**Run 1: sequential cells colored by netlist name**

The bar under the picture is 50 microns long.
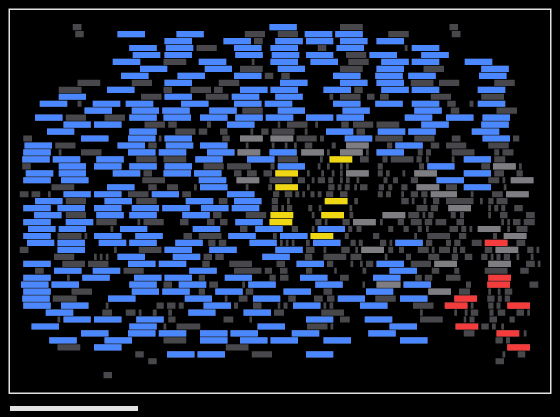
**Run 1: placed cells, one color a class**

Fill, decap, tap and diode cells in gray.
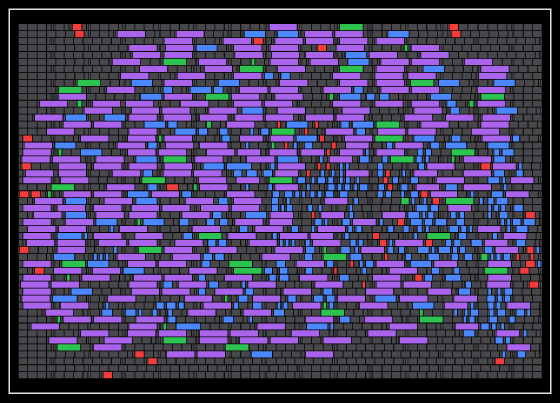
**Run 1: metal layers overlaid**

The bar under the picture is 50 microns long. Two of the layers only.
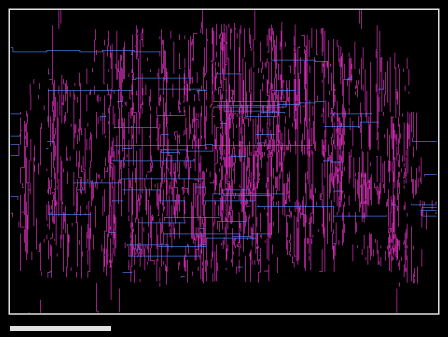
==> config.mk <==
export PLATFORM = sky130hd
export DESIGN_NAME = out_uart_tx
export DESIGN_NICKNAME = d
export VERILOG_FILES = /design/src/rtl/fst_pkg.sv /design/src/rtl/sync_fifo.sv /design/src/rtl/out_uart_tx.sv
export SDC_FILE = /design/constraint.sdc
export NUM_CORES = 1
export LEC_CHECK = 0
export ABC_CLOCK_PERIOD_IN_PS = 3900
export CAP_MARGIN = 0
export CELL_PAD_IN_SITES_DETAIL_PLACEMENT = 1
export CELL_PAD_IN_SITES_GLOBAL_PLACEMENT = 1
export CORE_ASPECT_RATIO = 0.7
export CORE_MARGIN = 3
export CORE_UTILIZATION = 41
export DETAILED_ROUTE_END_ITERATION = 12
export PLACE_DENSITY_LB_ADDON = 0.3
export RECOVER_POWER = 100
export SKIP_CTS_REPAIR_TIMING = 1
export SLEW_MARGIN = 5
export SYNTH_ARGS = -nofsm -noshare
export SYNTH_HDL_FRONTEND = slang
export SYNTH_SLANG_ARGS = --single-unit
export TNS_END_PERCENT = 50
==> constraint.sdc <==
create_clock -name clk -period 3.9 [get_ports clk]
set_clock_uncertainty 0.1 [all_clocks]
set_input_delay 0.78 -clock clk [delete_from_list [all_inputs] [get_ports clk]]
set_output_delay 0.78 -clock clk [all_outputs]
set_load 0.03 [all_outputs]
==> impl_metrics.env, run 1 <==
# physical design summary
export IMPL_avgViaCountPerCell=5.74
export IMPL_hp_class="reg -> reg"
export IMPL_place_gp_congestion=0.784
export IMPL_h_tree_depth=1
export IMPL_status="complete, but fails checks"
export IMPL_cts_inserted_buffers=29
export IMPL_holdWs_ns=0.354
export IMPL_violations="capacitance limit, slew limit"
export IMPL_finalSetupTns_ns=0
export IMPL_max_stage_delay_ns=0.52
export IMPL_synth_cell_area_sq_um=12100
export IMPL_first_iter_violations=485
export IMPL_fp_dieW_microns=211
export IMPL_port_buffers=24
export IMPL_reg2regPathDepth=7
export IMPL_cts_tree="yes"
export IMPL_postSynthAreaPerCell_sq_um=18.4
export IMPL_setup_worst_path_class="reg -> out"
export IMPL_lay_top_cells="edfxtp_1, mux4_2, dfrtp_1, mux2i_1, nand2_1"
export IMPL_post_dp_cell_area_sq_um=12800
export IMPL_finalCriticalPeriod_ns=3.62
export IMPL_slowest_stage="o311ai_0"
export IMPL_synthAdderAreaFrac_pct=1.87
export IMPL_path_depth=7
export IMPL_floorplan_nets=693
export IMPL_fin_total_pwr_mw=7.31
export IMPL_area_growth_pct=13.1
export IMPL_clk_latency_ns=0.56
export IMPL_final_common_cell="edfxtp_1"
export IMPL_setup_violations=0
export IMPL_grt_pass1_wl_microns=43600
export IMPL_area_leaders="edfxtp_1, mux4_2, dfrtp_1"
export IMPL_num_io_pins=25
export IMPL_cp_max_fo=5
export IMPL_place_inst=1049
export IMPL_die_area_sq_um=31500
export IMPL_setup_slack_ns=0.284
export IMPL_mux_area_share_pct=13.6
export IMPL_slew_headroom_pct=-14.1
export IMPL_path_buffers=1
export IMPL_final_antenna_net_count=0
export IMPL_crit_family="AND-OR/OR-AND gates"
export IMPL_dr_max_layer_used="met4"
export IMPL_start_kind="flop"
export IMPL_antenna_found_initial=0
export IMPL_grt_pass1_vias=6630
export IMPL_leakage_nw=4.79
export IMPL_die_y_microns=150
export IMPL_yosysMostFrequentCell="edfxtp_1"
export IMPL_cap_violations=1
export IMPL_slew_violations=43
export IMPL_post_route_period_util_pct=92.7
export IMPL_worstMarginPinSlew_ns=1.71
export IMPL_drive_gt1_share_pct=15.7
export IMPL_cts_root_buf="clkbuf_16"
export IMPL_seq_area_frac_synth_pct=72.4
export IMPL_yosys_cells=655
export IMPL_yosysWarningCount=0
export IMPL_ff_type="edfxtp_1"
export IMPL_final_hold_viol_count=0
export IMPL_endpoint_kind="output port"
export IMPL_ys_area_sq_um=12100
export IMPL_cp_cell_sequence="ha_1 -> nor2b_1 -> o21a_1 -> o211a_1 -> o311ai_0 -> nor2_1 -> clkbuf_1"
export IMPL_rsz0062_at_grt="no"
-- 'sequential cells colored by netlist name' (at the start) --
| color | netlist name | sequential cells | where |
|---|---|---|---|
| red | baud_reg | 9 | south-east |
| blue | u_fifo.mem | 256 | spread over the die |
| yellow | shift_reg | 8 | center |
not colored: 25
Seq group: 3.87 mW
Seq/total area: 64.1%
Reg area: 8740 sq um

-- 'placed cells, one color a class' (at the start) --
| color | class | cells | share of their area |
|---|---|---|---|
| red | other buffers and delay cells | 50 | 2.8% |
| purple | flip-flops | 298 | 66% |
| blue | all other logic | 330 | 24% |
| green | clock drivers and dummy loads | 54 | 6.9% |
Final Instance Area: 13,600 sq um
Util after Layout: 48.0%
Core Area: 28,400 sq um
FP Rows: 51

-- 'metal layers overlaid' (at the start) --
| color | layer | wire length |
|---|---|---|
| blue | met3 | 1,330 microns |
| magenta | met2 | 13,000 microns |
Total GRT Usage: 18.7%
vias after detailed routing: 6,332
WL/cell: 26.2 microns
DRT Wirelength: 28,900 microns

==> run 1: metal layers <==
metal,track usage (%),up-vias
met4,3.75,0
met5,0,-
li1,-,2735
met1,29.0,3397
met3,2.89,40
met2,28.5,160
==> run 1: layout make-up <==
class | instances | area [sq um] | share of cell area (%)
tap | 371 | 464 | 3.40
timing repair buffer | 50 | 364 | 2.67
inverter | 12 | 45.0 | 0.330
sequential | 298 | 8740 | 64.1
antenna | 1 | 2.50 | 0.0183
clock inverter | 18 | 160 | 1.17
multi-input combinational | 318 | 3110 | 22.8
clock buffer | 36 | 752 | 5.51
==> run 1: report_power, final <==
group / switching (mW) / total [mW] / internal, mW
Combinational: 0.474 / 0.700 / 0.226
Clock: 1.18 / 2.74 / 1.56
Sequential: 0.0982 / 3.87 / 3.77
==> run 2: changes to the inputs <==
CTS_CLUSTER_DIAMETER = 100   (was unset)
**Run 2: clock network drawn from the DEF**

The bar under the picture is 50 microns long.
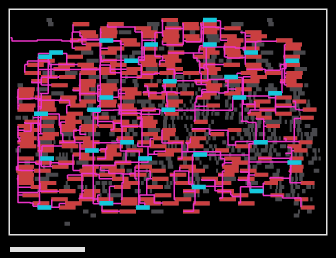
[red] flip-flops | count: 298
[magenta] clock wires | length: 3,700 microns
[cyan] cells driving clock nets | count: 29
routed clock nets: 30
flops lie: spread over the die
Worst-Skew Late Latency: 0.56 ns
fraction of power consumed by the clock network: 37.5%
Clock group: 2.74 mW

**Run 2: placed cells, one color a class**

Fill, decap, tap and diode cells in gray.
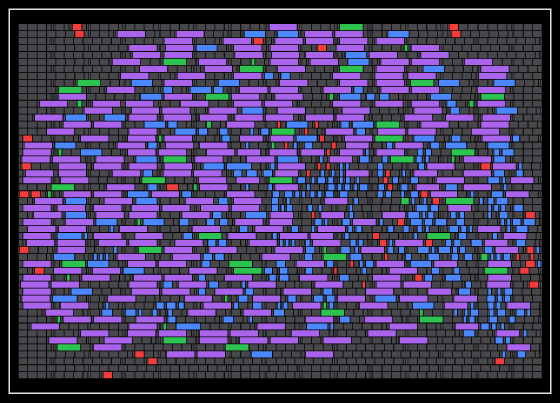
| color | class | cells | share of their area |
|---|---|---|---|
| green | clock drivers and dummy loads | 54 | 6.9% |
| purple | flip-flops | 298 | 66% |
| red | other buffers and delay cells | 50 | 2.8% |
| blue | all other logic | 330 | 24% |

==> run 2 against run 1 <==
Compared with the run above: worst setup slack unchanged; global-route usage unchanged; the flow still finishes with violations (capacitance limit, slew limit); largest cell class unchanged; highest routed layer unchanged; synthesized cell count unchanged; core utilization unchanged; clock power about the same; final cell count unchanged; first-iteration DRC count unchanged; total power unchanged; critical path depth unchanged.
==> impl_metrics.env, run 2 <==
# physical design summary
export IMPL_mux_area_share_pct=13.6
export IMPL_cts_tree="yes"
export IMPL_first_iter_violations=485
export IMPL_grt_pass1_wl_microns=43600
export IMPL_leakage_nw=4.79
export IMPL_cap_violations=1
export IMPL_port_buffers=24
export IMPL_setup_violations=0
export IMPL_slew_violations=43
export IMPL_gr_usage_all_layers_pct=18.7
export IMPL_holdWs_ns=0.354
export IMPL_num_multi_input_gates=318
export IMPL_final_hold_viol_count=0
export IMPL_fin_total_pwr_mw=7.31
export IMPL_wl_per_cell_microns=26.2
export IMPL_drive_gt1_share_pct=15.7
export IMPL_violations="capacitance limit, slew limit"
export IMPL_ys_area_sq_um=12100
export IMPL_clock_area_share_pct=6.69
export IMPL_ff_latch_area_sq_um=8740
export IMPL_rows=51
export IMPL_worstMarginPinSlew_ns=1.71
export IMPL_buffer_area_share_pct=2.67
export IMPL_finalSetupTns_ns=0
export IMPL_final_antenna_net_count=0
export IMPL_dr_max_layer_used="met4"
export IMPL_rsz0062_at_grt="no"
export IMPL_n_all_inverters=12
export IMPL_status="complete, but fails checks"
export IMPL_yosys_cells=655
export IMPL_start_kind="flop"
export IMPL_setup_slack_ns=0.284
export IMPL_die_y_microns=150
export IMPL_floorplan_nets=693
export IMPL_cts_root_buf="clkbuf_16"
export IMPL_h_tree_depth=1
export IMPL_wirelength_microns=28900
export IMPL_synthAdderAreaFrac_pct=1.87
export IMPL_postSynthAreaPerCell_sq_um=18.4
export IMPL_final_common_cell="edfxtp_1"
export IMPL_antenna_found_initial=0
export IMPL_buffers=50
export IMPL_fin_util_pct=48.0
export IMPL_cp_max_fo=5
export IMPL_met3_length_microns=1330
export IMPL_fp_dieW_microns=211
export IMPL_yosysWarningCount=0
export IMPL_vias=6332
export IMPL_stdcell_area_sq_um=13600
export IMPL_synth_cell_area_sq_um=12100
export IMPL_top_area_cell_class="flip-flops and latches"
export IMPL_reg2regPathDepth=7
export IMPL_setup_worst_path_class="reg -> out"
export IMPL_area_growth_pct=13.1
export IMPL_avgViaCountPerCell=5.74
export IMPL_finalCriticalPeriod_ns=3.62
export IMPL_hp_class="reg -> reg"
export IMPL_post_dp_cell_area_sq_um=12800
export IMPL_final_comb_area_sq_um=3110
export IMPL_endpoint_kind="output port"
export IMPL_core_area_sq_um=28400
export IMPL_grt_pass1_vias=6630
export IMPL_die_area_sq_um=31500
export IMPL_place_inst=1049
export IMPL_comb_share_pct=22.8
**Run 2: clock wiring as the flow saved it**

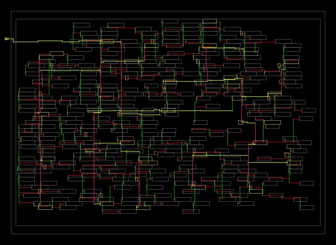
sequential cells: 298
Clock buffer cells: 36
total CTS buffers: 29
CTS Sinks: 298

==> run 2: worst max-delay path, cell delays in order (launching register included) <==
cell	delay [ns]
dfrtp_1	0.44
ha_1	0.35
nor2b_1	0.15
o21a_1	0.19
o211a_1	0.22
o311ai_0	0.52
nor2_1	0.08
clkbuf_1	0.23
==> run 2: power breakdown <==
part           total (mW)  switching (mW)  internal (mW)
combinational       0.700           0.474          0.226
sequential           3.87          0.0982           3.77
clock                2.74            1.18           1.56
==> run 2: kinds of logic after synthesis <==
family	Yosys count
compound gates	72
flops	298
xor+xnor	17
mux	97
simple gates	114
fa+ha+maj	18
buf+inv	39
==> run 2: per-layer routing <==
metal / up-vias / GRT usage (%)
li1: 2735 / -
met4: 0 / 3.75
met5: - / 0
met1: 3397 / 29.0
met2: 160 / 28.5
met3: 40 / 2.89
Power and IR drop assume default switching activity.
